===== src/rtl/control_pkg.sv =====
// Shared definitions for the multicycle control unit: FSM states, opcodes,
// register codes, datapath select encodings, the control word and dispatch helpers.
package control_pkg;

    typedef enum logic [3:0] {
        S_FETCH    = 4'd0,
        S_DECODE   = 4'd1,
        S_EXEC_ALU = 4'd2,
        S_MEM_RD   = 4'd3,
        S_WB       = 4'd4,
        S_MEM_WR   = 4'd5,
        S_BRANCH   = 4'd6,
        S_JUMP     = 4'd7,
        S_SP_DEC   = 4'd8,
        S_IO       = 4'd9,
        S_NOP      = 4'd10,
        S_HALT     = 4'd11,
        S_TRAP     = 4'd12
    } state_t;

    localparam logic [3:0] OP_ADD  = 4'h0;
    localparam logic [3:0] OP_SUB  = 4'h1;
    localparam logic [3:0] OP_AND  = 4'h2;
    localparam logic [3:0] OP_OR   = 4'h3;
    localparam logic [3:0] OP_ADDI = 4'h4;
    localparam logic [3:0] OP_LI   = 4'h5;
    localparam logic [3:0] OP_LW   = 4'h6;
    localparam logic [3:0] OP_SW   = 4'h7;
    localparam logic [3:0] OP_BR   = 4'h8;
    localparam logic [3:0] OP_J    = 4'h9;
    localparam logic [3:0] OP_JAL  = 4'hA;
    localparam logic [3:0] OP_JR   = 4'hB;
    localparam logic [3:0] OP_PUSH = 4'hC;
    localparam logic [3:0] OP_POP  = 4'hD;
    localparam logic [3:0] OP_IO   = 4'hE;
    localparam logic [3:0] OP_HALT = 4'hF;

    localparam logic [1:0] DST_MARY    = 2'd0;
    localparam logic [1:0] DST_SHELLEY = 2'd1;
    localparam logic [1:0] DST_COMP    = 2'd2;
    localparam logic [1:0] DST_RA      = 2'd3;

    localparam logic [1:0] FN_IN  = 2'd0;
    localparam logic [1:0] FN_OUT = 2'd1;

    localparam logic [1:0] MSRC_PC     = 2'd0;
    localparam logic [1:0] MSRC_LS_IMM = 2'd1;
    localparam logic [1:0] MSRC_SP     = 2'd2;

    localparam logic [2:0] PCSRC_HOLD     = 3'd0;
    localparam logic [2:0] PCSRC_PLUS2    = 3'd1;
    localparam logic [2:0] PCSRC_BR_COND  = 3'd2;
    localparam logic [2:0] PCSRC_J_IMM    = 3'd3;
    localparam logic [2:0] PCSRC_RA       = 3'd4;
    localparam logic [2:0] PCSRC_TRAP_VEC = 3'd5;

    localparam logic [1:0] SPSRC_HOLD = 2'd0;
    localparam logic [1:0] SPSRC_DEC  = 2'd1;
    localparam logic [1:0] SPSRC_INC  = 2'd2;

    // Register write-data source for mary/shelley.
    localparam logic [1:0] RSRC_ALU = 2'd0;
    localparam logic [1:0] RSRC_MEM = 2'd1;
    localparam logic [1:0] RSRC_IMM = 2'd2;
    localparam logic [1:0] RSRC_IO  = 2'd3;

    localparam logic RA_SRC_ALU = 1'b0;
    localparam logic RA_SRC_PC  = 1'b1;

    localparam logic SRCA_PC  = 1'b0;
    localparam logic SRCA_DST = 1'b1;

    localparam logic [1:0] SRCB_REG = 2'd0;
    localparam logic [1:0] SRCB_IMM = 2'd1;

    localparam logic [3:0] ALU_NONE = 4'd0;
    localparam logic [3:0] ALU_ADD  = 4'd1;
    localparam logic [3:0] ALU_SUB  = 4'd2;
    localparam logic [3:0] ALU_AND  = 4'd3;
    localparam logic [3:0] ALU_OR   = 4'd4;

    typedef struct packed {
        logic       mem_write;
        logic       pc_write;
        logic       sp_write;
        logic       inst_write;
        logic       mary_write;
        logic       shelley_write;
        logic       comp_write;
        logic       ra_write;
        logic [1:0] mem_src;
        logic [2:0] mem_dst;
        logic [2:0] pc_src;
        logic [1:0] sp_src;
        logic [1:0] mary_src;
        logic [1:0] shelley_src;
        logic       ra_src;
        logic       src_a;
        logic [1:0] src_b;
        logic [3:0] alu_op;
        logic       halted;
    } ctrl_t;

    function automatic logic [3:0] alu_op_of(input logic [3:0] op);
        case (op)
            OP_ADD, OP_ADDI: alu_op_of = ALU_ADD;
            OP_SUB:          alu_op_of = ALU_SUB;
            OP_AND:          alu_op_of = ALU_AND;
            OP_OR:           alu_op_of = ALU_OR;
            default:         alu_op_of = ALU_NONE;
        endcase
    endfunction

    // Only mary and shelley have a write-source mux; comp and ra take ALU data only.
    function automatic logic muxed_dst(input logic [1:0] dst);
        muxed_dst = (dst == DST_MARY) || (dst == DST_SHELLEY);
    endfunction

    // DECODE-state branch; illegal dst/funct combinations fall to S_NOP.
    function automatic state_t dispatch(input logic [3:0] op,
                                        input logic [1:0] dst,
                                        input logic [1:0] funct);
        case (op)
            OP_ADD, OP_SUB, OP_AND, OP_OR, OP_ADDI:
                dispatch = S_EXEC_ALU;
            OP_LI:   dispatch = muxed_dst(dst) ? S_EXEC_ALU : S_NOP;
            OP_LW:   dispatch = muxed_dst(dst) ? S_MEM_RD : S_NOP;
            OP_SW:   dispatch = S_MEM_WR;
            OP_BR:   dispatch = S_BRANCH;
            OP_J,
            OP_JAL:  dispatch = S_JUMP;
            OP_JR:   dispatch = (funct == 2'd0) ? S_JUMP : S_NOP;
            OP_PUSH: dispatch = S_SP_DEC;
            OP_POP:  dispatch = muxed_dst(dst) ? S_MEM_RD : S_NOP;
            OP_IO: begin
                if (funct == FN_IN)
                    dispatch = muxed_dst(dst) ? S_IO : S_NOP;
                else if (funct == FN_OUT)
                    dispatch = S_IO;
                else
                    dispatch = S_NOP;
            end
            default: dispatch = S_HALT;
        endcase
    endfunction

endpackage


===== src/rtl/multicycle_control_if.sv =====
// Control bundle between the multicycle FSM (master) and the datapath (slave).
// Carries instruction/overflow into the FSM and all strobes, selects and status out.
interface multicycle_control_if #(
    parameter int CNT_W = 16
);
    logic [15:0]      instruction;
    logic             overflow;
    logic             MemWrite;
    logic             PCWrite;
    logic             SPWrite;
    logic             InstWrite;
    logic             mary_write;
    logic             shelley_write;
    logic             comp_write;
    logic             ra_write;
    logic [1:0]       MemSrc;
    logic [2:0]       MemDst;
    logic [2:0]       PCSrc;
    logic [1:0]       SPSrc;
    logic [1:0]       mary_src;
    logic [1:0]       shelley_src;
    logic             ra_src;
    logic             SrcA;
    logic [1:0]       SrcB;
    logic [3:0]       AluOp;
    logic             halted;
    logic [3:0]       state_out;
    logic [CNT_W-1:0] retired_count;

    modport master (
        input  instruction, overflow,
        output MemWrite, PCWrite, SPWrite, InstWrite,
        output mary_write, shelley_write, comp_write, ra_write,
        output MemSrc, MemDst, PCSrc, SPSrc, mary_src, shelley_src,
        output ra_src, SrcA, SrcB, AluOp, halted, state_out, retired_count
    );

    modport slave (
        output instruction, overflow,
        input  MemWrite, PCWrite, SPWrite, InstWrite,
        input  mary_write, shelley_write, comp_write, ra_write,
        input  MemSrc, MemDst, PCSrc, SPSrc, mary_src, shelley_src,
        input  ra_src, SrcA, SrcB, AluOp, halted, state_out, retired_count
    );
endinterface


===== src/rtl/control_decode.sv =====
// Pure combinational decoder: FSM state + instruction fields -> control word.
// Ports: state, opcode, dst, funct, overflow (used only with OVERFLOW_TRAP_EN) in; ctrl out.
module control_decode
    import control_pkg::*;
(
    input  state_t     state,
    input  logic [3:0] opcode,
    input  logic [1:0] dst,
    input  logic [1:0] funct,
    input  logic       overflow,
    output ctrl_t      ctrl
);

    logic       reg_wr;
    logic [1:0] reg_src;

`ifndef OVERFLOW_TRAP_EN
    logic unused_overflow;
    assign unused_overflow = overflow;
`endif

    always_comb begin
        ctrl    = '0;
        reg_wr  = 1'b0;
        reg_src = RSRC_ALU;
        unique case (state)
            S_FETCH: begin
                ctrl.inst_write = 1'b1;
                ctrl.mem_src    = MSRC_PC;
                ctrl.pc_write   = 1'b1;
                ctrl.pc_src     = PCSRC_PLUS2;
            end
            S_EXEC_ALU: begin
`ifdef OVERFLOW_TRAP_EN
                reg_wr = !overflow;
`else
                reg_wr = 1'b1;
`endif
                if (opcode == OP_LI) begin
                    reg_src = RSRC_IMM;
                end else begin
                    ctrl.alu_op = alu_op_of(opcode);
                    ctrl.src_a  = SRCA_DST;
                    ctrl.src_b  = (opcode == OP_ADDI) ? SRCB_IMM : SRCB_REG;
                end
            end
            S_MEM_RD: begin
                ctrl.mem_src = (opcode == OP_POP) ? MSRC_SP : MSRC_LS_IMM;
            end
            S_WB: begin
                reg_wr  = 1'b1;
                reg_src = RSRC_MEM;
                // POP bumps SP in the same cycle as its writeback.
                if (opcode == OP_POP) begin
                    ctrl.sp_write = 1'b1;
                    ctrl.sp_src   = SPSRC_INC;
                end
            end
            S_MEM_WR: begin
                ctrl.mem_write = 1'b1;
                ctrl.mem_src   = (opcode == OP_PUSH) ? MSRC_SP : MSRC_LS_IMM;
                ctrl.mem_dst   = {1'b0, dst};
            end
            S_BRANCH: begin
                ctrl.pc_write = 1'b1;
                ctrl.pc_src   = PCSRC_BR_COND;
            end
            S_JUMP: begin
                ctrl.pc_write = 1'b1;
                ctrl.pc_src   = (opcode == OP_JR) ? PCSRC_RA : PCSRC_J_IMM;
                if (opcode == OP_JAL) begin
                    ctrl.ra_write = 1'b1;
                    ctrl.ra_src   = RA_SRC_PC;
                end
            end
            S_SP_DEC: begin
                ctrl.sp_write = 1'b1;
                ctrl.sp_src   = SPSRC_DEC;
            end
            S_IO: begin
                // OUT presents dst on the store-data path; IN writes dst.
                if (funct == FN_IN) begin
                    reg_wr  = 1'b1;
                    reg_src = RSRC_IO;
                end else if (funct == FN_OUT) begin
                    ctrl.mem_dst = {1'b0, dst};
                end
            end
            S_HALT: begin
                ctrl.halted = 1'b1;
            end
`ifdef OVERFLOW_TRAP_EN
            S_TRAP: begin
                ctrl.ra_write = 1'b1;
                ctrl.ra_src   = RA_SRC_PC;
                ctrl.pc_write = 1'b1;
                ctrl.pc_src   = PCSRC_TRAP_VEC;
            end
`endif
            default: ;
        endcase

        ctrl.mary_write    = reg_wr && (dst == DST_MARY);
        ctrl.shelley_write = reg_wr && (dst == DST_SHELLEY);
        ctrl.comp_write    = reg_wr && (dst == DST_COMP);
        ctrl.ra_write      = ctrl.ra_write | (reg_wr && (dst == DST_RA));
        if (ctrl.mary_write)
            ctrl.mary_src = reg_src;
        if (ctrl.shelley_write)
            ctrl.shelley_src = reg_src;
    end

endmodule


===== src/rtl/multicycle_control.sv =====
// Multicycle control FSM: holds the state register and retired-instruction counter.
// Ports: clock, reset (async, active-high), bus (master modport). OVERFLOW_TRAP_EN adds TRAP.
module multicycle_control
    import control_pkg::*;
#(
    parameter int          CNT_W       = 16,
    parameter logic [15:0] TRAP_VECTOR = 16'h0010
) (
    input  logic                 clock,
    input  logic                 reset,
    multicycle_control_if.master bus
);

    state_t           state;
    logic [CNT_W-1:0] retired;
    ctrl_t            ctrl;
    logic [3:0]       opcode;
    logic [1:0]       dst;
    logic [1:0]       funct;

    // The trap target is applied by the datapath; the immediate is datapath-only.
    logic [15:0] unused_trap_vec;
    logic [7:0]  unused_imm;
    assign unused_trap_vec = TRAP_VECTOR;
    assign unused_imm      = bus.instruction[9:2];

    assign opcode = bus.instruction[15:12];
    assign dst    = bus.instruction[11:10];
    assign funct  = bus.instruction[1:0];

    always_ff @(posedge clock or posedge reset) begin
        if (reset) begin
            state   <= S_FETCH;
            retired <= '0;
        end else begin
            unique case (state)
                S_FETCH:  state <= S_DECODE;
                S_DECODE: state <= dispatch(opcode, dst, funct);
                S_MEM_RD: state <= S_WB;
                S_SP_DEC: state <= S_MEM_WR;
                S_HALT:   state <= S_HALT;
`ifdef OVERFLOW_TRAP_EN
                S_EXEC_ALU: begin
                    if (bus.overflow) begin
                        state <= S_TRAP;
                    end else begin
                        state   <= S_FETCH;
                        retired <= retired + 1'b1;
                    end
                end
`endif
                // Every remaining state completes an instruction.
                default: begin
                    state   <= S_FETCH;
                    retired <= retired + 1'b1;
                end
            endcase
        end
    end

    control_decode u_decode (
        .state    (state),
        .opcode   (opcode),
        .dst      (dst),
        .funct    (funct),
        .overflow (bus.overflow),
        .ctrl     (ctrl)
    );

    assign bus.MemWrite      = ctrl.mem_write;
    assign bus.PCWrite       = ctrl.pc_write;
    assign bus.SPWrite       = ctrl.sp_write;
    assign bus.InstWrite     = ctrl.inst_write;
    assign bus.mary_write    = ctrl.mary_write;
    assign bus.shelley_write = ctrl.shelley_write;
    assign bus.comp_write    = ctrl.comp_write;
    assign bus.ra_write      = ctrl.ra_write;
    assign bus.MemSrc        = ctrl.mem_src;
    assign bus.MemDst        = ctrl.mem_dst;
    assign bus.PCSrc         = ctrl.pc_src;
    assign bus.SPSrc         = ctrl.sp_src;
    assign bus.mary_src      = ctrl.mary_src;
    assign bus.shelley_src   = ctrl.shelley_src;
    assign bus.ra_src        = ctrl.ra_src;
    assign bus.SrcA          = ctrl.src_a;
    assign bus.SrcB          = ctrl.src_b;
    assign bus.AluOp         = ctrl.alu_op;
    assign bus.halted        = ctrl.halted;
    assign bus.state_out     = state;
    assign bus.retired_count = retired;

endmodule

===== src/flat_wrapper.sv =====
// flat-port wrapper written by rule: the top's interface ports become plain ports
module multicycle_control_flat import control_pkg::*;
#(
    parameter int          CNT_W       = 16,
    parameter logic [15:0] TRAP_VECTOR = 16'h0010
)
  (clock, reset, bus_instruction, bus_overflow, bus_MemWrite, bus_PCWrite, bus_SPWrite, bus_InstWrite, bus_mary_write, bus_shelley_write, bus_comp_write, bus_ra_write, bus_MemSrc, bus_MemDst, bus_PCSrc, bus_SPSrc, bus_mary_src, bus_shelley_src, bus_ra_src, bus_SrcA, bus_SrcB, bus_AluOp, bus_halted, bus_state_out, bus_retired_count);
  multicycle_control_if #(.CNT_W(CNT_W)) bus_i ();
  input  logic clock;
  input  logic reset;
  input wire logic [$bits(bus_i.instruction)-1:0] bus_instruction;
  input wire logic [$bits(bus_i.overflow)-1:0] bus_overflow;
  output wire logic [$bits(bus_i.MemWrite)-1:0] bus_MemWrite;
  output wire logic [$bits(bus_i.PCWrite)-1:0] bus_PCWrite;
  output wire logic [$bits(bus_i.SPWrite)-1:0] bus_SPWrite;
  output wire logic [$bits(bus_i.InstWrite)-1:0] bus_InstWrite;
  output wire logic [$bits(bus_i.mary_write)-1:0] bus_mary_write;
  output wire logic [$bits(bus_i.shelley_write)-1:0] bus_shelley_write;
  output wire logic [$bits(bus_i.comp_write)-1:0] bus_comp_write;
  output wire logic [$bits(bus_i.ra_write)-1:0] bus_ra_write;
  output wire logic [$bits(bus_i.MemSrc)-1:0] bus_MemSrc;
  output wire logic [$bits(bus_i.MemDst)-1:0] bus_MemDst;
  output wire logic [$bits(bus_i.PCSrc)-1:0] bus_PCSrc;
  output wire logic [$bits(bus_i.SPSrc)-1:0] bus_SPSrc;
  output wire logic [$bits(bus_i.mary_src)-1:0] bus_mary_src;
  output wire logic [$bits(bus_i.shelley_src)-1:0] bus_shelley_src;
  output wire logic [$bits(bus_i.ra_src)-1:0] bus_ra_src;
  output wire logic [$bits(bus_i.SrcA)-1:0] bus_SrcA;
  output wire logic [$bits(bus_i.SrcB)-1:0] bus_SrcB;
  output wire logic [$bits(bus_i.AluOp)-1:0] bus_AluOp;
  output wire logic [$bits(bus_i.halted)-1:0] bus_halted;
  output wire logic [$bits(bus_i.state_out)-1:0] bus_state_out;
  output wire logic [$bits(bus_i.retired_count)-1:0] bus_retired_count;
  assign bus_i.instruction = bus_instruction;
  assign bus_i.overflow = bus_overflow;
  assign bus_MemWrite = bus_i.MemWrite;
  assign bus_PCWrite = bus_i.PCWrite;
  assign bus_SPWrite = bus_i.SPWrite;
  assign bus_InstWrite = bus_i.InstWrite;
  assign bus_mary_write = bus_i.mary_write;
  assign bus_shelley_write = bus_i.shelley_write;
  assign bus_comp_write = bus_i.comp_write;
  assign bus_ra_write = bus_i.ra_write;
  assign bus_MemSrc = bus_i.MemSrc;
  assign bus_MemDst = bus_i.MemDst;
  assign bus_PCSrc = bus_i.PCSrc;
  assign bus_SPSrc = bus_i.SPSrc;
  assign bus_mary_src = bus_i.mary_src;
  assign bus_shelley_src = bus_i.shelley_src;
  assign bus_ra_src = bus_i.ra_src;
  assign bus_SrcA = bus_i.SrcA;
  assign bus_SrcB = bus_i.SrcB;
  assign bus_AluOp = bus_i.AluOp;
  assign bus_halted = bus_i.halted;
  assign bus_state_out = bus_i.state_out;
  assign bus_retired_count = bus_i.retired_count;
  multicycle_control #(.CNT_W(CNT_W), .TRAP_VECTOR(TRAP_VECTOR)) u_core (.clock(clock), .reset(reset), .bus(bus_i));
endmodule

===== config.mk =====
export PLATFORM = sky130hd
export DESIGN_NAME = multicycle_control_flat
export DESIGN_NICKNAME = d
export VERILOG_FILES = /design/src/rtl/control_pkg.sv /design/src/rtl/multicycle_control_if.sv /design/src/rtl/control_decode.sv /design/src/rtl/multicycle_control.sv /design/src/flat_wrapper.sv
export SDC_FILE = /design/constraint.sdc
export NUM_CORES = 1
export LEC_CHECK = 0
export CELL_PAD_IN_SITES_DETAIL_PLACEMENT = 0
export CELL_PAD_IN_SITES_GLOBAL_PLACEMENT = 1
export CORE_UTILIZATION = 34
export DETAILED_ROUTE_END_ITERATION = 7
export GPL_TIMING_DRIVEN = 0
export HOLD_SLACK_MARGIN = 0.03
export PLACE_DENSITY_LB_ADDON = 0.1
export SYNTH_ARGS = -nofsm -noshare
export SYNTH_HDL_FRONTEND = slang
export SYNTH_HIERARCHICAL = 1
export SYNTH_SLANG_ARGS = --single-unit
export TNS_END_PERCENT = 100

===== constraint.sdc =====
create_clock -name clock -period 3.7 [get_ports clock]
set_clock_uncertainty 0.15 [all_clocks]
set_input_delay 0.74 -clock clock [delete_from_list [all_inputs] [get_ports clock]]
set_output_delay 0.74 -clock clock [all_outputs]
set_load 0.02 [all_outputs]

**Run 1: sizing map**

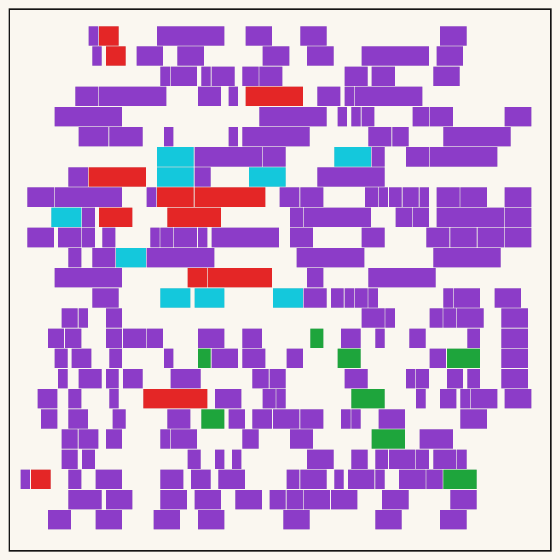
color	size	cells	share
green	drive 2	8	3.2%
cyan	drive 6 and up	9	3.6%
purple	drive 1 or less	221	88%
red	drive 3 to 4	12	4.8%

**Run 1: placement by cell class**

Fill, decap, tap and diode cells in gray.
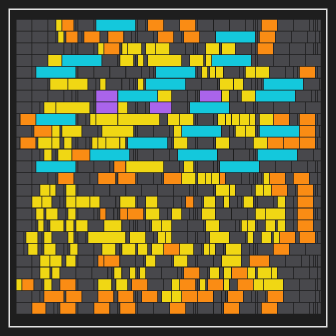
color	class	cells	share of their area
orange	other buffers and delay cells	71	29%
yellow	all other logic	155	47%
purple	clock drivers and dummy loads	4	2.3%
cyan	flip-flops	20	21%

**Run 1: I/O nets highlighted**

The bar under the picture is 20 µm long.
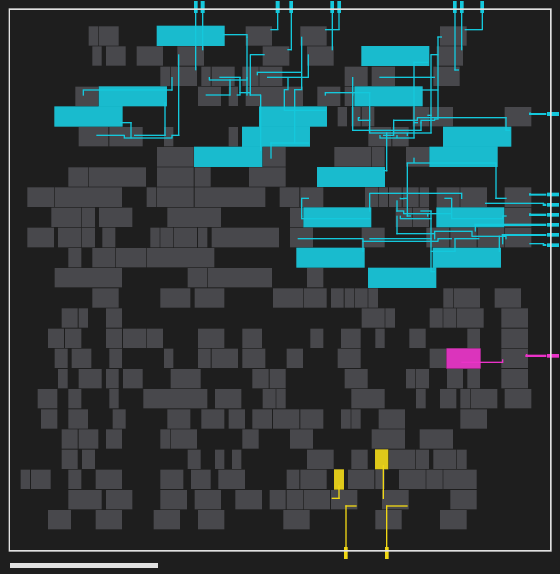
color	port	bits	direction	end cells	buffers	wire
yellow	`bus_shelley_src`	2	output	2	2	22.4 µm
magenta	`bus_SPWrite`	1	output	1	1	8.60 µm
cyan	`bus_retired_count`	16	output	16	16	496 µm

**Run 1: placed standard cells**

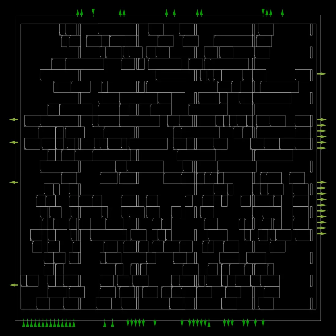
n_taps: 67
Layout fillers: 473
flop count: 20
flop share of the area: 20.6%

==> reports/results.ini, run 1 <==
[run_status]
run_status = finished clean

[global_routing]
grt_usage_pct = 16.3
grt_pass1_wl_um = 6810
globalRouteOverflowTotal = 0
grt_pass1_vias = 1399
grt_antenna_before_repair = 0
grt_max_degree = 21

[power_and_ir_drop]
p_per_area_mw_per_mm2 = 596
clockPowerShare_pct = 11.3
combPwrFrac_pct = 63.0
leakagePower_uw = 0.000975
power.share.switching_pct = 45.0
power_uw = 1450
internal_power_uw = 797
p_sw_uw = 651
ir_drop_mv = 0.405
seq_power_share_pct = 25.7

[detailed_routing]
detail-route-antenna-nets = 0
drt_pass1_iterations = 4
vias = 1591
route.detailed.drc = 0
wl_um = 4140
routed_via_density = 5.02
drt-initial-drc-count = 77
routedWlPerCell_um = 13.1

[placed_design]
gp_congestion = 0.728
hpwl_um = 3180
io_buffers = 57
dp_slack_ps = -85.3

[cts]
cts_tree = done
cts-buffers-inserted = 3
clock_latency_ps = 250
path_clk_slew_ps = 70
hold_buffers = 0
post-cts-setup-buffers = 0
clock-sinks = 20
h-tree-depth = 1
clock_path_buffers = 2

[final_timing]
worst_slew_pin_slew_ps = 789
max_slew_margin_pct = 47.3
setup_tns_ps = 0
report.final.slew_viol_count = 0
fin_ws_ps = 147
layout_min_cycle_time_ps = 3550
setup_viol = 0
hold_viol_final = 0
finalClockPeriodUsage_pct = 96.0
fmax_mhz = 281

[critical_path]
setup.worst_path.start_class = input port
crit_arrival_ps = 2660
cp_max_fo = 9
cpPeakStageDelay_ps = 680
r2r_start = u_core/bus.state_out[2]
regToRegSetupSlack_ps = 1800
crit_type = input port to output port
path_common_cell = clkdlybuf4s50_1
crit_start = bus_instruction[13]
cp_slowest_cell = clkdlybuf4s50_1
crit_chain = clkdlybuf4s50_1 -> and4b_1 -> o41ai_1 -> clkdlybuf4s50_1
cp-end-kind = output port
required_ps = 2810

[logic_synthesis]
syn_inst = 187
yosys_cells = 187
flop_cell = dfrtp_1
ys_async_sr_fraction_pct = 100
syn_area_mm2 = 0.00171
synth_cell_types = 58
ys_seq_share_pct = 29.3
synth-warning-count = 6
avgSynthCellArea_um2 = 9.13
ys_ff = 20
ys_area_mm2 = 0.00171
edf_count = 0

[min_path]
hp-class = register to register
min-delay-start = u_core/bus.retired_count[15]

[cells_and_area]
final_layout_size_suffix_gt1_share_pct = 11.6
nNetsFinal = 271
syn_to_final_growth_pct = 42.3
final_cell_mix = clkdlybuf4s50_1 (54), dfrtp_1 (20), nand2_1 (15)
mostFrequentLayoutCell = clkdlybuf4s50_1
utilization_pct = 50.7

[floorplanning]
io_pins = 70
die-height_um = 72.9
fp.dieW_um = 72.9
dieArea_mm2 = 0.00531
core_mm2 = 0.00479
fp_util_pct = 35.7
core.rowCount = 25

[job]
max_cap_violations = 0
tool_warnings = 35

## run 1: layer usage
layer	share of wire (%)	global-route usage [%]
met1	50	24.1
met2	46	25.2
met3	3.4	3.59
met4	0	1.31
met5	0	0
## run 1: cell type report
type / count / area [µm²] / area share, %
Sequential cell: 20 / 500 / 20.6
Inverter: 4 / 15.0 / 0.618
Tap cell: 67 / 83.8 / 3.45
Buffer: 14 / 108 / 4.43
Timing Repair Buffer: 57 / 574 / 23.6
Clock buffer: 4 / 55.1 / 2.27
Multi-Input combinational cell: 151 / 1090 / 45.0
## run 1: through the flow
stage / hold WS (ps) / cell area (µm²) / cells
floorplan: 432 / 1710 / 189
global placement: 338 / 2370 / 313
detailed placement: 333 / 2370 / 313
CTS: 344 / 2420 / 317
global route: 375 / 2430 / 317
finish: 338 / 2430 / 317
## run 1: synthesized netlist by cell type (2+ instances only)
master    number  area, µm²
dfrtp_1       20        500
nand2_1       15       56.3
nor2_1        12       45.0
nor3_1        12       60.1
xnor2_1       11       96.3
a21oi_1        7       35.0
nor2b_1        7       43.8
xor2_1         7       61.3
nand2b_1       6       37.5
nand4_1        6       37.5
buf_6          5       56.3
nand3_1        5       25.0
o21ai_0        5       25.0
and2_1         4       25.0
buf_4          4       30.0
clkbuf_1       4       15.0
inv_1          4       15.0
a31oi_1        3       18.8
and3b_1        3       26.3
o211ai_1       3       22.5
or3_1          3       18.8
nor3b_1        2       15.0
nor4_1         2       12.5
nor4b_4        2       47.6
o41ai_1        2       17.5
## run 1: sequential cells by signal (all words and copies together) (netlist names)
name,cells
u_core/bus.retired_count,16
u_core/bus.state_out,4
## run 1: power by group through the flow
stage / Sequential, µW / Combinational (µW) / Clock (µW)
2_1_floorplan: 424 / 541 / 0
3_3_place_gp: 381 / 912 / 0
3_5_place_dp: 380 / 918 / 0
4_1_cts: 376 / 920 / 172
5_1_grt: 388 / 991 / 184
6_report: 373 / 912 / 164
## run 1: worst max-delay path, delay by kind of cell
family	cells	cell delay (ps)
AOI/OAI and AO/OA	1	340
and+or+nand+nor	1	270
buffers and inverters	2	1320
## run 1: path summary, 6_finish.rpt
| kind | end | cells past startpoint |
|---|---|---|
| min reg2reg | u_core/bus.retired_count[15] | 1 |
| max in group asynchronous | u_core/bus.retired_count[4] | 2 |
| min in group asynchronous | u_core/bus.retired_count[2] | 2 |
| min | u_core/bus.retired_count[15] | 1 |
| max reg2reg | u_core/bus.retired_count[13] | 4 |
| max | bus_MemSrc[0] | 4 |
## run 1: cells by family after synthesis
family / after synthesis / synth area share, %
buf+inv: 18 / 7.11
xor+xnor: 18 / 9.24
flops: 20 / 29.3
compound gates: 32 / 15.0
other cells: 1 / 0.220
mux: 2 / 1.25
fa+ha+maj: 1 / 0.733
simple gates: 95 / 37.1
## run 1: what timing repair did
action	CTS	global route
gates resized	2	2
endpoints found under the hold margin	0	0
setup endpoints to repair	3	3
cloned	0	0
**Run 1: signal wires by layer**

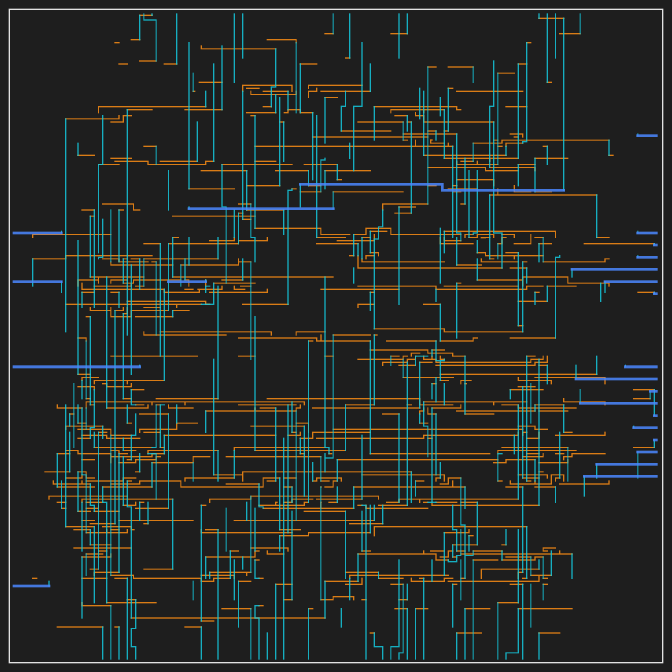

==> run 1 -> run 2 <==
--- a/config.mk
+++ b/config.mk
@@ -7,6 +7,7 @@
 export LEC_CHECK = 0
 export CELL_PAD_IN_SITES_DETAIL_PLACEMENT = 0
 export CELL_PAD_IN_SITES_GLOBAL_PLACEMENT = 1
+export CORE_MARGIN = 2
 export CORE_UTILIZATION = 34
 export DETAILED_ROUTE_END_ITERATION = 7
 export GPL_TIMING_DRIVEN = 0
==> constraint.sdc (replaced) <==
create_clock -name clock -period 3.7 [get_ports clock]
set_clock_uncertainty 0.15 [all_clocks]
set_input_delay 0.74 -clock clock [delete_from_list [all_inputs] [get_ports clock]]
set_output_delay 0.74 -clock clock [all_outputs]
set_load 0.005 [all_outputs]
**Run 2: signal wires by layer**

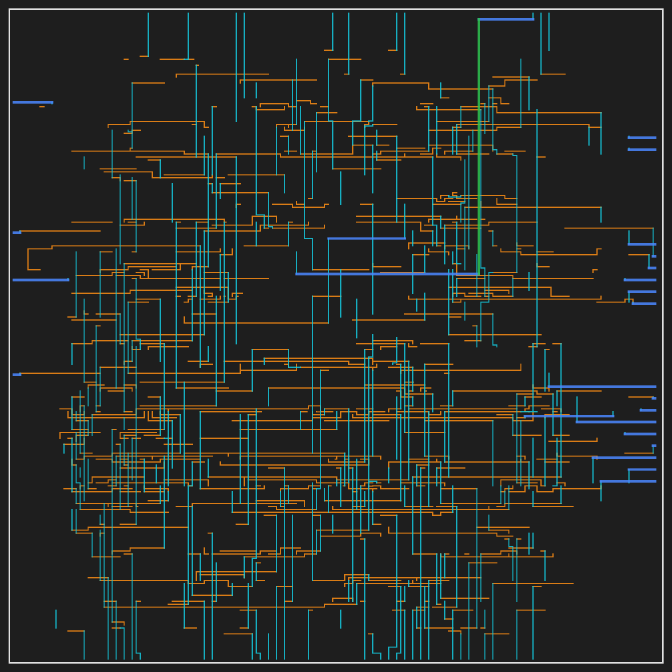
color	layer	wire length
blue	met3	120 µm
orange	met1	2120 µm
cyan	met2	1880 µm
green	met4	29.2 µm

**Run 2: placed standard cells**

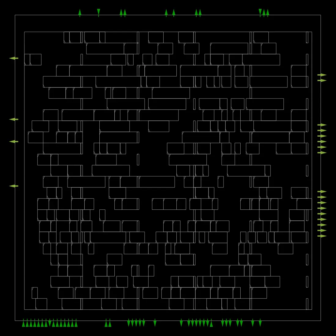
Post-Layout Cell Count: 317
flop share of the area: 20.5%
Core Rows: 25
post-layout util: 51.1%
core area: 0.00479 mm²

==> run 2 against run 1 <==
  * Critical path depth rose by 1
  * Via count fell by 3.2%
  * Setup slack improved by 100 ps
  * Design area rose by 0.72%
  * Power fell by 5.3%
  * Register-to-register slack barely moved
  * Sequential power barely moved
  * First-iteration DRC count rose by 13%
==> reports/results.ini, run 2 <==
[run_status]
run_status = finished clean

[critical_path]
crit_arrival_ps = 2560
path_common_cell = clkdlybuf4s50_1
cpPeakStageDelay_ps = 530
crit_path_end = bus_shelley_src[0]
critPathTopFamily = buffers and inverters
r2r_start = u_core/bus.state_out[2]
r2r_cells = 4
crit_cells = 5
cp-end-kind = output port
cp_max_fo = 6
cp_num_buf_inv = 2
setup.worst_path.start_class = input port
crit_type = input port to output port
regToRegSetupSlack_ps = 1800
reg2reg_to = u_core/bus.retired_count[9]
crit_chain = clkdlybuf4s50_1 -> nor4b_4 -> mux2i_1 -> nor3_1 -> clkdlybuf4s50_1

[logic_synthesis]
edf_count = 0
ys_seq_share_pct = 29.3
ys_area_mm2 = 0.00171
avgSynthCellArea_um2 = 9.13
top_cells_by_count = dfrtp_1 (20), nand2_1 (15), nor2_1 (12), nor3_1 (12), xnor2_1 (11)
top_cell = dfrtp_1
area_leaders = dfrtp_1 (29%), xnor2_1 (5.6%), xor2_1 (3.6%)
flop_cell = dfrtp_1
synth-warning-count = 6
syn_area_mm2 = 0.00171

[power_and_ir_drop]
p_sw_uw = 527
power.share.switching_pct = 38.4
clockPowerShare_pct = 15.8
internal_power_uw = 845
seq_power_share_pct = 27.3
leakagePower_uw = 0.000971
combPwrFrac_pct = 56.9
ir_drop_mv = 0.326

[floorplanning]
fp_util_pct = 35.7
fp.dieW_um = 74.9
io_pins = 70
die-height_um = 74.9
dieArea_mm2 = 0.00560

[final_timing]
worst_slew_pin_slew_ps = 748
fmax_mhz = 290
max_slew_margin_pct = 50.1
finalClockPeriodUsage_pct = 93.3
hold-worst-slack_ps = 326
hold_viol_final = 0

[detailed_routing]
drt-initial-drc-count = 87
routedWlPerCell_um = 13.1
drt_pass1_iterations = 4
vias = 1540
detail-route-antenna-nets = 0

[cells_and_area]
mostFrequentLayoutCell = clkdlybuf4s50_1
final_layout_size_suffix_gt1_share_pct = 11.6
final_cell_mix = clkdlybuf4s50_1 (55), dfrtp_1 (20), nand2_1 (15)
syn_to_final_growth_pct = 43.3
final_area_mm2 = 0.00245
nFillCells = 463
nNetsFinal = 271
largest_register_ffs = 16

[min_path]
hp-class = register to register
whs_path_depth = 1

[placed_design]
hpwl_um = 3180
dp_slack_ps = -5.08
placed_cells = 313
placed_area_mm2 = 0.00237
io_buffers = 57

[job]
max_cap_violations = 0
tool_warnings = 35

[cts]
post-cts-setup-buffers = 0
h-tree-depth = 1
clock_latency_ps = 260
path_clk_slew_ps = 80
cts_tree = done
clock-sinks = 20

[global_routing]
grt_max_degree = 21
grt_antenna_before_repair = 0
grt_usage_pct = 16.1
globalRouteOverflowTotal = 0

**Run 2: sizing map**

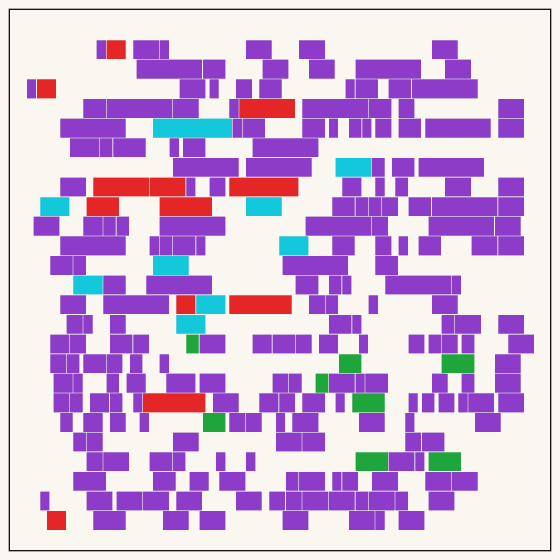
color	size	cells	share
red	drive 3 to 4	12	4.8%
purple	drive 1 or less	221	88%
green	drive 2	8	3.2%
cyan	drive 6 and up	9	3.6%

-- run 2: per-layer routing --
layer	vias up	global-route usage, %	part of all wire, %
met4	0	2.98	0.70
met3	2	3.35	2.9
met2	27	24.7	45
met5	-	0	0
li1	797	-	-
met1	714	23.7	51
-- run 2: final cells by class --
type                       count  area (µm²)  share of cell area [%]
inverter                       4        15.0                   0.614
clock inverter                 1        30.0                    1.23
buffer                        14         108                    4.40
clock buffer                   3        41.3                    1.69
tap                           67        83.8                    3.43
multi-input combinational    151        1090                    44.7
timing repair buffer          57         576                    23.5
sequential                    20         500                    20.5
-- run 2: through the flow --
stage                     setup TNS [ps]  total power [µW]
after floorplan                        0               837
after global routing                   0              1490
after CTS                              0              1390
final                                  0              1370
after detailed placement           -5.08              1170
after global placement             -24.0              1160
-- run 2: kinds of logic (layout without fill, tap and decap cells) --
family,after synthesis,count (layout),synth area share [%]
multiplexers,2,2,1.25
flip-flops,20,20,29.3
buffers and inverters,18,79,7.11
other,1,3,0.220
XOR/XNOR,18,18,9.24
adder cells (fa/ha/maj),1,1,0.733
AND/OR/NAND/NOR,95,95,37.1
AND-OR/OR-AND,32,32,15.0
-- run 2: repair_timing --
item	CTS	global route
setup endpoints to repair	1	3
gates resized	1	2
gates cloned	0	0
hold buffers	0	0
-- run 2: how the worst min path moves through the flow --
stage,endpoint,slack (ps),start
CTS,u_core/bus.retired_count[15],330,u_core/bus.retired_count[15]
floorplan,u_core/bus.retired_count[15],320,u_core/bus.retired_count[15]
global route,u_core/bus.retired_count[15],350,u_core/bus.retired_count[15]
detailed placement,u_core/bus.retired_count[15],310,u_core/bus.retired_count[15]
global placement,u_core/bus.retired_count[15],310,u_core/bus.retired_count[15]
finish,u_core/bus.retired_count[15],330,u_core/bus.retired_count[15]
-- run 2: power groups by stage --
stage	combinational [µW]	clock, µW	sequential [µW]
floorplan	471	0	367
global placement	782	0	382
detailed placement	787	0	381
CTS	790	225	377
global route	865	237	390
finish	781	217	374
**Run 2: I/O nets highlighted**

The bar under the picture is 20 µm long.
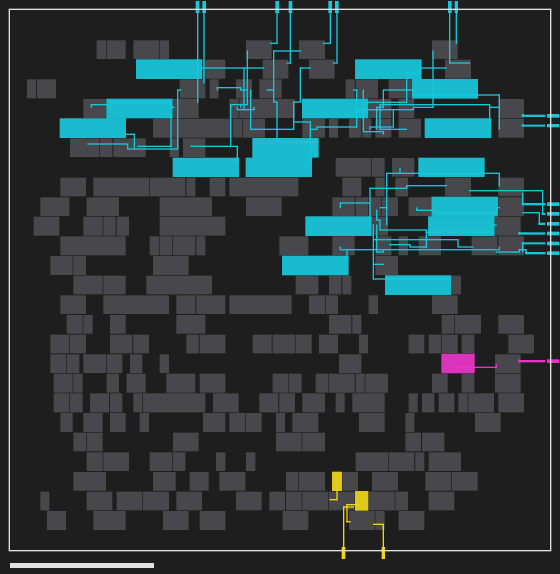

==> run 2 -> run 3 <==
--- a/config.mk
+++ b/config.mk
@@ -5,7 +5,7 @@
 export SDC_FILE = /design/constraint.sdc
 export NUM_CORES = 1
 export LEC_CHECK = 0
-export CELL_PAD_IN_SITES_DETAIL_PLACEMENT = 0
+export CELL_PAD_IN_SITES_DETAIL_PLACEMENT = 1
 export CELL_PAD_IN_SITES_GLOBAL_PLACEMENT = 1
 export CORE_MARGIN = 2
 export CORE_UTILIZATION = 34
**Run 3: I/O nets highlighted**

The bar under the picture is 20 µm long.
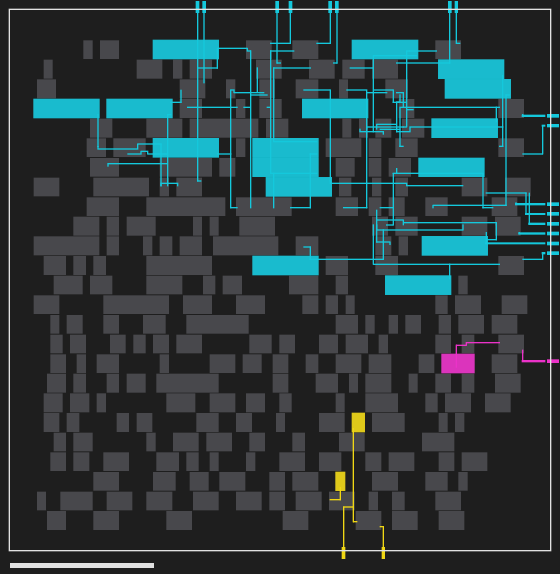
color	port	bits	direction	end cells	buffers	wire
cyan	`bus_retired_count`	16	output	16	16	626 µm
yellow	`bus_shelley_src`	2	output	2	2	26.8 µm
magenta	`bus_SPWrite`	1	output	1	1	13.9 µm

**Run 3: signal wires by layer**

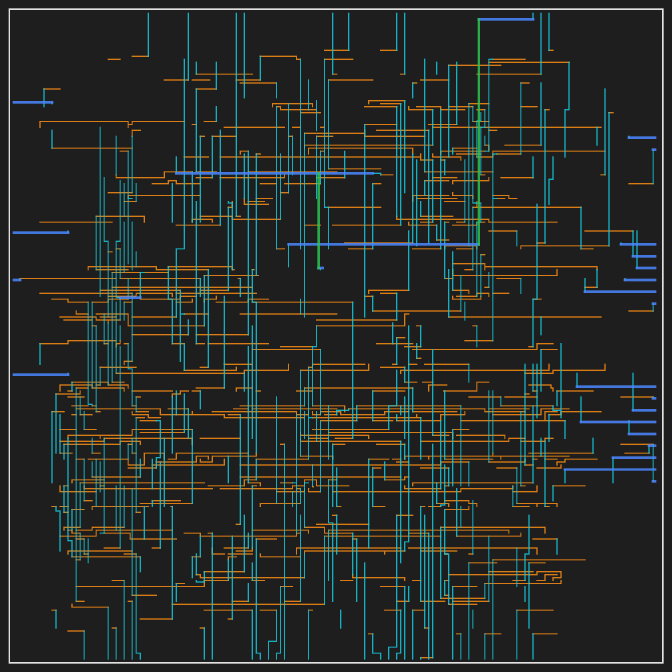
color	layer	wire length
orange	met1	2210 µm
cyan	met2	2250 µm
blue	met3	133 µm
green	met4	36.7 µm

==> run 3 against run 2 <==
  * Combinational power grew 1%
  * Clock power is essentially flat
  * Synthesized cell count is the same
  * Routed wire length grew 12%
  * Count of clock-buffer cells in the layout is the same
  * Via count grew 5.3%
  * Utilization shrank 0.052 points
  * Critical path depth is the same
  * Die area is the same
==> reports/results.ini, run 3 <==
[cts]
clock_path_buffers = 2
hold_buffers = 0
clock_latency_ps = 260
cts-buffers-inserted = 3
path_clk_slew_ps = 80
h-tree-depth = 1

[power_and_ir_drop]
power.share.switching_pct = 39.0
internal_power_uw = 845
clockPowerShare_pct = 15.7
seq_power_share_pct = 27.3
p_sw_uw = 541
p_per_area_mw_per_mm2 = 567
ir_drop_mv = 0.351

[job]
max_cap_violations = 0
tool_warnings = 35

[placed_design]
placed_cells = 313
io_buffers = 57
gp_congestion = 0.771
placed_area_mm2 = 0.00237

[critical_path]
cp-end-kind = output port
cp_slowest_cell = clkdlybuf4s50_1
path_common_cell = clkdlybuf4s50_1
cpPeakStageDelay_ps = 670
required_ps = 2810
crit_chain = clkdlybuf4s50_1 -> clkbuf_2 -> nand4b_1 -> nor3_1 -> clkdlybuf4s50_1
cp_max_fo = 10

[logic_synthesis]
ys_seq_share_pct = 29.3
synth_cell_types = 58
flop_cell = dfrtp_1
edf_count = 0
area_leaders = dfrtp_1 (29%), xnor2_1 (5.6%), xor2_1 (3.6%)
largest_area_cell = dfrtp_1
synth-warning-count = 6
top_cells_by_count = dfrtp_1 (20), nand2_1 (15), nor2_1 (12), nor3_1 (12), xnor2_1 (11)
ys_area_mm2 = 0.00171
avgSynthCellArea_um2 = 9.13
syn_area_mm2 = 0.00171
ys_async_sr_fraction_pct = 100
top_area_share_pct = 29.3
top_cell = dfrtp_1

[final_timing]
setup_viol = 0
layout_min_cycle_time_ps = 3550
setup_tns_ps = 0
fmax_mhz = 281
worst_slew_pin_slew_ps = 769
finalClockPeriodUsage_pct = 96.0
max_slew_margin_pct = 48.7

[cells_and_area]
final_layout_size_suffix_gt1_share_pct = 11.6
nNetsFinal = 271
final_cell_mix = clkdlybuf4s50_1 (56), dfrtp_1 (20), nand2_1 (15)
mostFrequentLayoutCell = clkdlybuf4s50_1
layoutNonFillerInstCount = 317
largest_register_ffs = 16
final_area_mm2 = 0.00244

[global_routing]
grt_antenna_before_repair = 0
globalRouteOverflowTotal = 0
grt_pass1_wl_um = 7720
grt_usage_pct = 17.8

[detailed_routing]
detail-route-antenna-nets = 0
route.detailed.drc = 0
drt-initial-drc-count = 63
wl_um = 4630
routed_via_density = 5.11

[floorplanning]
fp.dieW_um = 74.9
core.rowCount = 25
core_mm2 = 0.00479
io_pins = 70

[min_path]
hp-class = register to register

[run_status]
run_status = finished clean

**Run 3: sizing map**

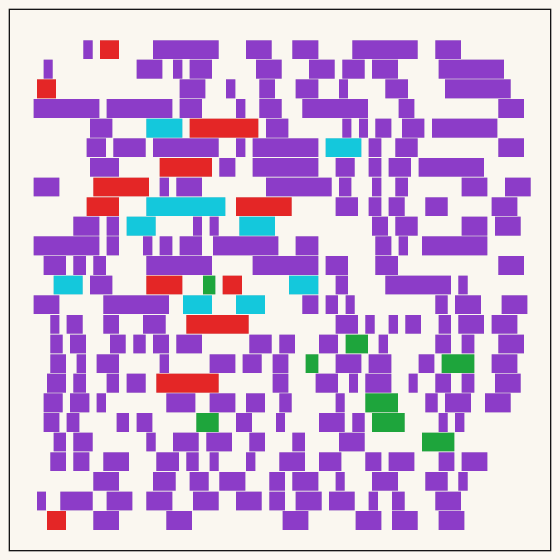
color	size	cells	share
green	drive 2	8	3.2%
purple	drive 1 or less	221	88%
red	drive 3 to 4	12	4.8%
cyan	drive 6 and up	9	3.6%

[run 3: cell counts after synthesis]
Identical to the previous run, type by type.
[run 3: power groups by stage]
stage,combinational [µW],clock (µW),sequential (µW)
2_1_floorplan,471,0,367
3_3_place_gp,782,0,382
3_5_place_dp,797,0,383
4_1_cts,800,225,379
5_1_grt,866,239,391
6_report,790,218,378
[run 3: stage by stage]
stage	hold WS, ps	worst slack (ps)	util (%)	power [µW]
floorplan	318	1420	-	837
global placement	310	-13.4	49.5	1160
detailed placement	353	1.34	49.5	1180
CTS	366	19.1	51.0	1410
global route	380	43.2	51.1	1500
finish	352	146	51.1	1390
[run 3: worst paths after layout]
path | startpoint | endpoint | slack, ps | depth (start not counted)
setup reg to reg | u_core/bus.state_out[2] | u_core/bus.retired_count[9] | 1770 | 4
hold / removal | u_core/bus.retired_count[15] | u_core/bus.retired_count[15] | 350 | 1
min in group asynchronous | reset | u_core/bus.retired_count[3] | 770 | 2
max in group asynchronous | reset | u_core/bus.retired_count[0] | 2150 | 2
setup / recovery | bus_instruction[12] | bus_PCSrc[2] | 150 | 5
hold reg to reg | u_core/bus.retired_count[15] | u_core/bus.retired_count[15] | 350 | 1
[run 3: kinds of logic after synthesis]
logic type	share of synthesized area [%]
AND/OR/NAND/NOR	37.1
AND-OR/OR-AND	15.0
flip-flops	29.3
XOR/XNOR	9.24
buffers and inverters	7.11
multiplexers	1.25
adder cells (fa/ha/maj)	0.733
other	0.220
[run 3: layout make-up]
class,count,area [µm²]
multi-input combinational,151,1090
buffer,14,108
clock inverter,1,30.0
tap,67,83.8
inverter,4,15.0
sequential,20,500
timing repair buffer,57,573
fill,576,2340
clock buffer,3,41.3
[run 3: per-layer routing]
| layer | wire [µm] | GRT usage (%) | share of wire [%] | up-vias |
|---|---|---|---|---|
| li1 | - | - | - | 799 |
| met1 | 2210 | 25.3 | 48 | 790 |
| met2 | 2250 | 28.6 | 49 | 28 |
| met3 | 133 | 3.21 | 2.9 | 4 |
| met4 | 36 | 2.98 | 0.78 | 0 |
| met5 | 0 | 0 | 0 | - |
[run 3: critical path, delay by kind of cell]
family | cells | cell delay (ps)
buffers and inverters | 3 | 1500
AND/OR/NAND/NOR | 2 | 420
[run 3: timing repair]
action | CTS | global route
gates resized | 1 | 1
gates cloned | 0 | 0
buffers inserted | 0 | 0
pin swaps | 0 | 0
setup endpoints to repair | 2 | 1
Power is estimated from default activity; no workload was simulated.
